==> src/rtl/frame_sequencer.sv <==
// frame_sequencer: ATTRACT / LIVE / FADE segment sequencer advanced once per vsync rising edge.
// Build macro NVG_FADE_BLINK_EN (optional) blinks the segment output with frame_cnt[3] while fading.
module frame_sequencer #(
  parameter int IDLE_FRAMES = 600,
  parameter int FADE_STEP   = 8
) (
  input  logic       clk,
  input  logic       reset,
  input  logic       vsync,
  input  logic [7:0] ui_in,
  output logic [7:0] seg_en,
  output logic [6:0] scroll,
  output logic [1:0] mode,
  output logic       frame_tick
);

  typedef enum logic [1:0] {
    ATTRACT = 2'b00,
    LIVE    = 2'b01,
    FADE    = 2'b10
  } state_t;

  localparam logic [16:0] IDLE_LIM = 17'(IDLE_FRAMES);
  localparam logic [8:0]  STEP_LIM = 9'(FADE_STEP);

  state_t      state_reg;
  logic        vsync_q_reg;
  logic        frame_tick_reg;
  logic [10:0] frame_cnt_reg;
  logic [15:0] idle_cnt_reg;
  logic [7:0]  step_cnt_reg;
  logic [7:0]  latch_reg;
  logic [7:0]  seg_reg;

  logic        frame_evt;
  logic [10:0] frame_cnt_next;
  logic [16:0] idle_inc;
  logic [8:0]  step_inc;
  logic [7:0]  attract_pat;

  assign frame_evt      = vsync & ~vsync_q_reg;
  assign frame_cnt_next = frame_cnt_reg + 11'd1;
  assign idle_inc       = {1'b0, idle_cnt_reg} + 17'd1;
  assign step_inc       = {1'b0, step_cnt_reg} + 9'd1;
  assign attract_pat    = frame_cnt_next[8:1];

  always_ff @(posedge clk) begin
    if (reset) begin
      state_reg      <= ATTRACT;
      vsync_q_reg    <= 1'b1;  // vsync already high at release must not count as an edge
      frame_tick_reg <= 1'b0;
      frame_cnt_reg  <= '0;
      idle_cnt_reg   <= '0;
      step_cnt_reg   <= '0;
      latch_reg      <= '0;
      seg_reg        <= '0;
    end else begin
      vsync_q_reg    <= vsync;
      frame_tick_reg <= frame_evt;
      if (frame_evt) begin
        frame_cnt_reg <= frame_cnt_next;
        case (state_reg)
          ATTRACT: begin
            if (ui_in != 8'h00) begin
              state_reg    <= LIVE;
              latch_reg    <= ui_in;
              seg_reg      <= ui_in;
              idle_cnt_reg <= '0;
            end else begin
              seg_reg <= attract_pat;
            end
          end
          LIVE: begin
            // A change to zero is still a change; LIVE only leaves through FADE.
            if (ui_in != latch_reg) begin
              latch_reg    <= ui_in;
              seg_reg      <= ui_in;
              idle_cnt_reg <= '0;
            end else begin
              if (idle_cnt_reg != 16'hFFFF)
                idle_cnt_reg <= idle_inc[15:0];
              if (idle_inc >= IDLE_LIM) begin
                state_reg    <= FADE;
                step_cnt_reg <= '0;
              end
            end
          end
          FADE: begin
            if (ui_in != latch_reg && ui_in != 8'h00) begin
              state_reg    <= LIVE;
              latch_reg    <= ui_in;
              seg_reg      <= ui_in;
              idle_cnt_reg <= '0;
            end else if (seg_reg == 8'h00) begin
              state_reg <= ATTRACT;
              seg_reg   <= attract_pat;
            end else if (step_inc == STEP_LIM) begin
              step_cnt_reg <= '0;
              seg_reg      <= {seg_reg[6:0], 1'b0};
            end else begin
              step_cnt_reg <= step_inc[7:0];
            end
          end
          default: begin
            state_reg <= ATTRACT;
            seg_reg   <= attract_pat;
          end
        endcase
      end
    end
  end

  assign scroll     = frame_cnt_reg[6:0];
  assign mode       = state_reg;
  assign frame_tick = frame_tick_reg;

`ifdef NVG_FADE_BLINK_EN
  // Blink gates only the output; the shift register keeps fading underneath.
  for (genvar gi = 0; gi < 8; gi++) begin : g_blink
    assign seg_en[gi] = seg_reg[gi] & ((state_reg != FADE) | frame_cnt_reg[3]);
  end
`else
  assign seg_en = seg_reg;
`endif

endmodule
==> config.mk <==
export PLATFORM = sky130hd
export DESIGN_NAME = frame_sequencer
export DESIGN_NICKNAME = d
export VERILOG_FILES = /design/src/rtl/frame_sequencer.sv
export SDC_FILE = /design/constraint.sdc
export NUM_CORES = 1
export LEC_CHECK = 0
export ABC_AREA = 1
export ABC_CLOCK_PERIOD_IN_PS = 5400
export CORE_UTILIZATION = 63
export CTS_CLUSTER_SIZE = 10
export DETAILED_ROUTE_END_ITERATION = 6
export GPL_TIMING_DRIVEN = 0
export PLACE_DENSITY = 0.95
export SYNTH_ARGS = -nofsm -noshare
export SYNTH_HDL_FRONTEND = slang
export SYNTH_SLANG_ARGS = --single-unit
==> constraint.sdc <==
create_clock -name clk -period 5.4 [get_ports clk]
set_input_delay 0.81 -clock clk [delete_from_list [all_inputs] [get_ports clk]]
set_output_delay 0.81 -clock clk [all_outputs]
set_load 0.02 [all_outputs]
==> results.txt <==
Implementation results are summarized by area below.

Routing
Before antenna repair, the detailed router went through 5 iterations. The number of vias in the routed layout is approximately 3400. The script parses the final routing iteration and logs DRC violations as 0. For this sky-water flow run, the detailed-routed wirelength per cell is reported as roughly 13 µm. The number of vias per cell is 5.44.

Critical path
The worst setup path is captured at a flop. The reg-to-reg critical path endpoint is step_cnt_reg[4]$_SDFFE_PP0P_. STA reports a reg2reg setup slack of 3.30 ns.

The worst setup path startpoint is ui_in[5]. Logic depth along the worst register-to-register path is recorded as 14. On the critical path the data arrives at ~2.9 ns. The type of the worst setup path is input port to flop. The report shows a maximum critical-path fanout of 10.

Place
At the end of routability-driven placement, the weighted congestion stood at between 0.9 and 1. The count of buffers inserted at the top-level ports is 27. The number of cells after detailed placement is a little over 600.

CTS
The H-tree was split into 2 levels. TritonCTS built the clock tree. The number of setup buffers added after CTS is 0. Buffers inserted to repair hold after CTS numbered 0. Per the CTS log, the buffer count on the longest clock path is 2. The cell sitting at the root of the clock tree is a clkbuf_8. The number of CTS-inserted buffers is 5.

The cell resize tally after clock tree synthesis is 0. The source-to-sink clock delay at the later pin of the worst-skew pair is between 0.3 and 0.4 ns.

Power
The power report lists the sequential group at around 0.00043 W. The design draws 0.000899 W. The worst VDD IR drop from the latest analysis is between 0.15 and 0.2 mV. The internal power of the cells totals approximately 0.00065 W. The ratio of total power to cell area is about 240 nW/µm². The cell leakage power is around 1.7 nW. The script computed the net switching share of total power as 0.272. Of the total power, registers draw 0.476. The power dissipated in combinational cells is roughly 0.00015 W. The power report attributes to the clock group a share of 0.357. The switching power is between 0.0002 and 0.00025 W.

Logic synthesis
The share of the yosys chip area belonging to registers is 0.319. The mean instance size in the synthesized netlist is 6.33 µm². In the Yosys report the total cell count is 526. Yosys printed 0 warnings. The synthesized netlist handed to floorplanning was reported with a cell count of ~530.

The number of nets in the synthesized netlist is roughly 540. Counting flops and latches in the post-synthesis netlist gives approximately 53. The chip area estimate from yosys synthesis is 3330 µm².

Floorplanning
The placeable core area is ~5100 µm². The floorplan die height is ~75 µm. The share of the core area taken by cells at floorplan is 0.652. For this design the top-level I/O count stands at 29.

The total die size is about 5600 µm².

Timing
Setup repair after global routing left no endpoint under its margin. The final number of setup-violating endpoints is 0. The transition at the pin with the smallest max-transition slack is ~0.52 ns. The number of hold violations in the final report is 0. For the finished layout, the period the worst path requires is about 2.7 ns.

The period utilization is 0.495. On the final layout, the worst clock skew is roughly 0.0076 ns. Pins over their slew limit in the final report were tallied at 0.

Worst hold path
The endpoint of the worst hold path is reported as latch_reg[7]$_SDFFE_PP0P_. Checking hold timing, the worst path is listed with class flop to flop. Per the hold report, the tightest min-delay path originates at latch_reg[7]$_SDFFE_PP0P_.

Job
Max-cap violations in this run came to 0. Warnings raised by the tools during the run amount to 26.

Status
The flow ran to the end, and the final reports show no timing, DRC or antenna violations.

Layout
The library cells used most frequently in the layout, excluding fill and tap cells, are nand2_1, nor2_1, inv_1. The area of all placed cells without fillers is approximately 3800 µm². The total area of multi-input combinational cells is 1890 µm². The total inserted antenna cells is 0.

The register with the most flip-flops in the layout has 16 of them. The number of standard cells in the final layout excluding fillers is ~630. The most common logic cell in the routed design is nand2_1.

Global routing
The via count of the first global-routing pass came to a little under 3000. The overall track demand over capacity in global routing is 0.299. The first global-routing pass estimated between 10000 and 15000 µm of wire. The residual overflow from global routing is 0.
==> final cells by class <==
class                   instances  area share
flip-flops and latches         53       0.278
well taps                      70      0.0229
plain buffers                  23      0.0403
clock inverters                 3      0.0170
multi-input cells             389       0.494
clock buffers                   5      0.0180
repair buffers                 27      0.0707
inverters                      61      0.0599
==> worst max-delay path, stage by stage <==
cell and delay (ns):
clkdlybuf4s50_1 0.58, nand2_1 0.09, nand2_1 0.09, nand2_1 0.05, nor2_1 0.20, nand2_4 0.13
nor2_4 0.15, clkbuf_1 0.42, nand3_1 0.17, a21oi_1 0.21
==> synthesized netlist by cell type (all sizes together) <==
master,count,area share
a211oi,1,0.0023
o211ai,6,0.014
clkinv,1,0.0011
xnor2,9,0.024
clkbuf,6,0.0068
xor2,10,0.026
and2,1,0.0019
a31oi,1,0.0019
nand3,32,0.055
nand4,7,0.013
nor3,1,0.0015
ha,3,0.011
inv,60,0.068
o21ai,36,0.054
nand2,138,0.17
dfxtp,53,0.32
a21oi,39,0.060
nand3b,3,0.0068
buf,17,0.039
nor2,102,0.13
==> metal layers <==
layer	vias to the layer above	wire (µm)	GRT usage
met2	117	4170	0.530
met1	1580	3580	0.378
met3	11	450	0.0442
met4	0	95	0.0860
li1	1727	-	-
met5	-	0	0
==> cell families after synthesis <==
group / Yosys count / synth area share
and+or+nand+nor: 284 / 0.374
AOI/OAI and AO/OA: 83 / 0.131
adders and majority gates: 3 / 0.0113
buffers and inverters: 84 / 0.115
xor gates and xnor gates: 19 / 0.0500
DFF: 53 / 0.319
==> through the flow <==
stage          hold slack, ns  setup WS, ns  utilization
5_1_grt                 0.492          2.60        0.748
4_1_cts                 0.468          2.77        0.748
3_3_place_gp            0.445          2.55        0.722
2_1_floorplan           0.436          3.28            -
6_report                0.466          2.73        0.748
3_5_place_dp            0.453          2.48        0.722
### The metal 1 layer

The bar under the picture is 20 µm long. Supply wires on this layer in grey.
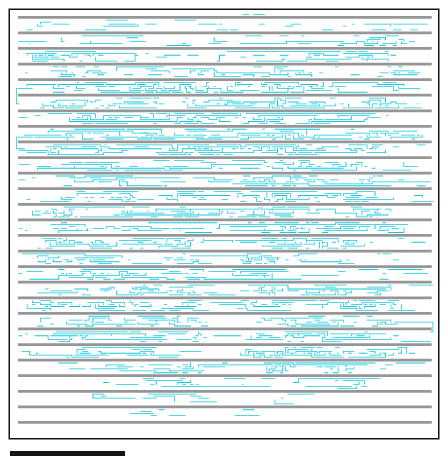
nets with wire on the layer: 545
share of all routed wire: 43%

### Met2 routing

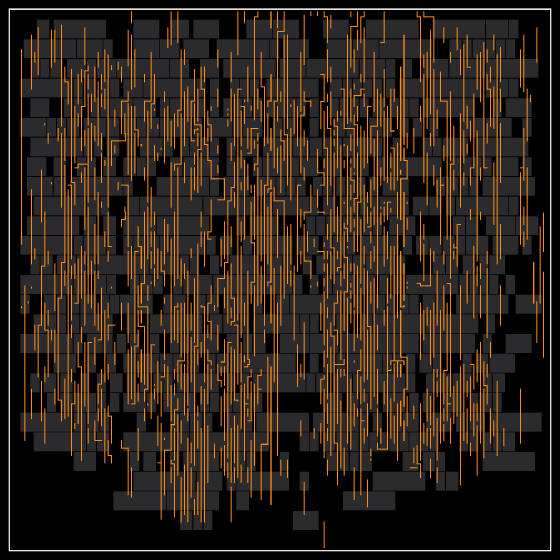
longest straight run: 32.0 µm
wire length on this layer: 4170 µm
nets with wire on the layer: 456

### Signal wires on met3

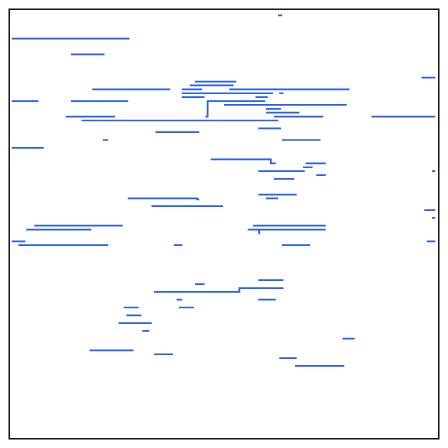
nets with wire on the layer: 57
longest straight run: 34.0 µm
main direction: horizontal
share of all routed wire: 5.4%

Power is estimated from default activity; no workload was simulated.
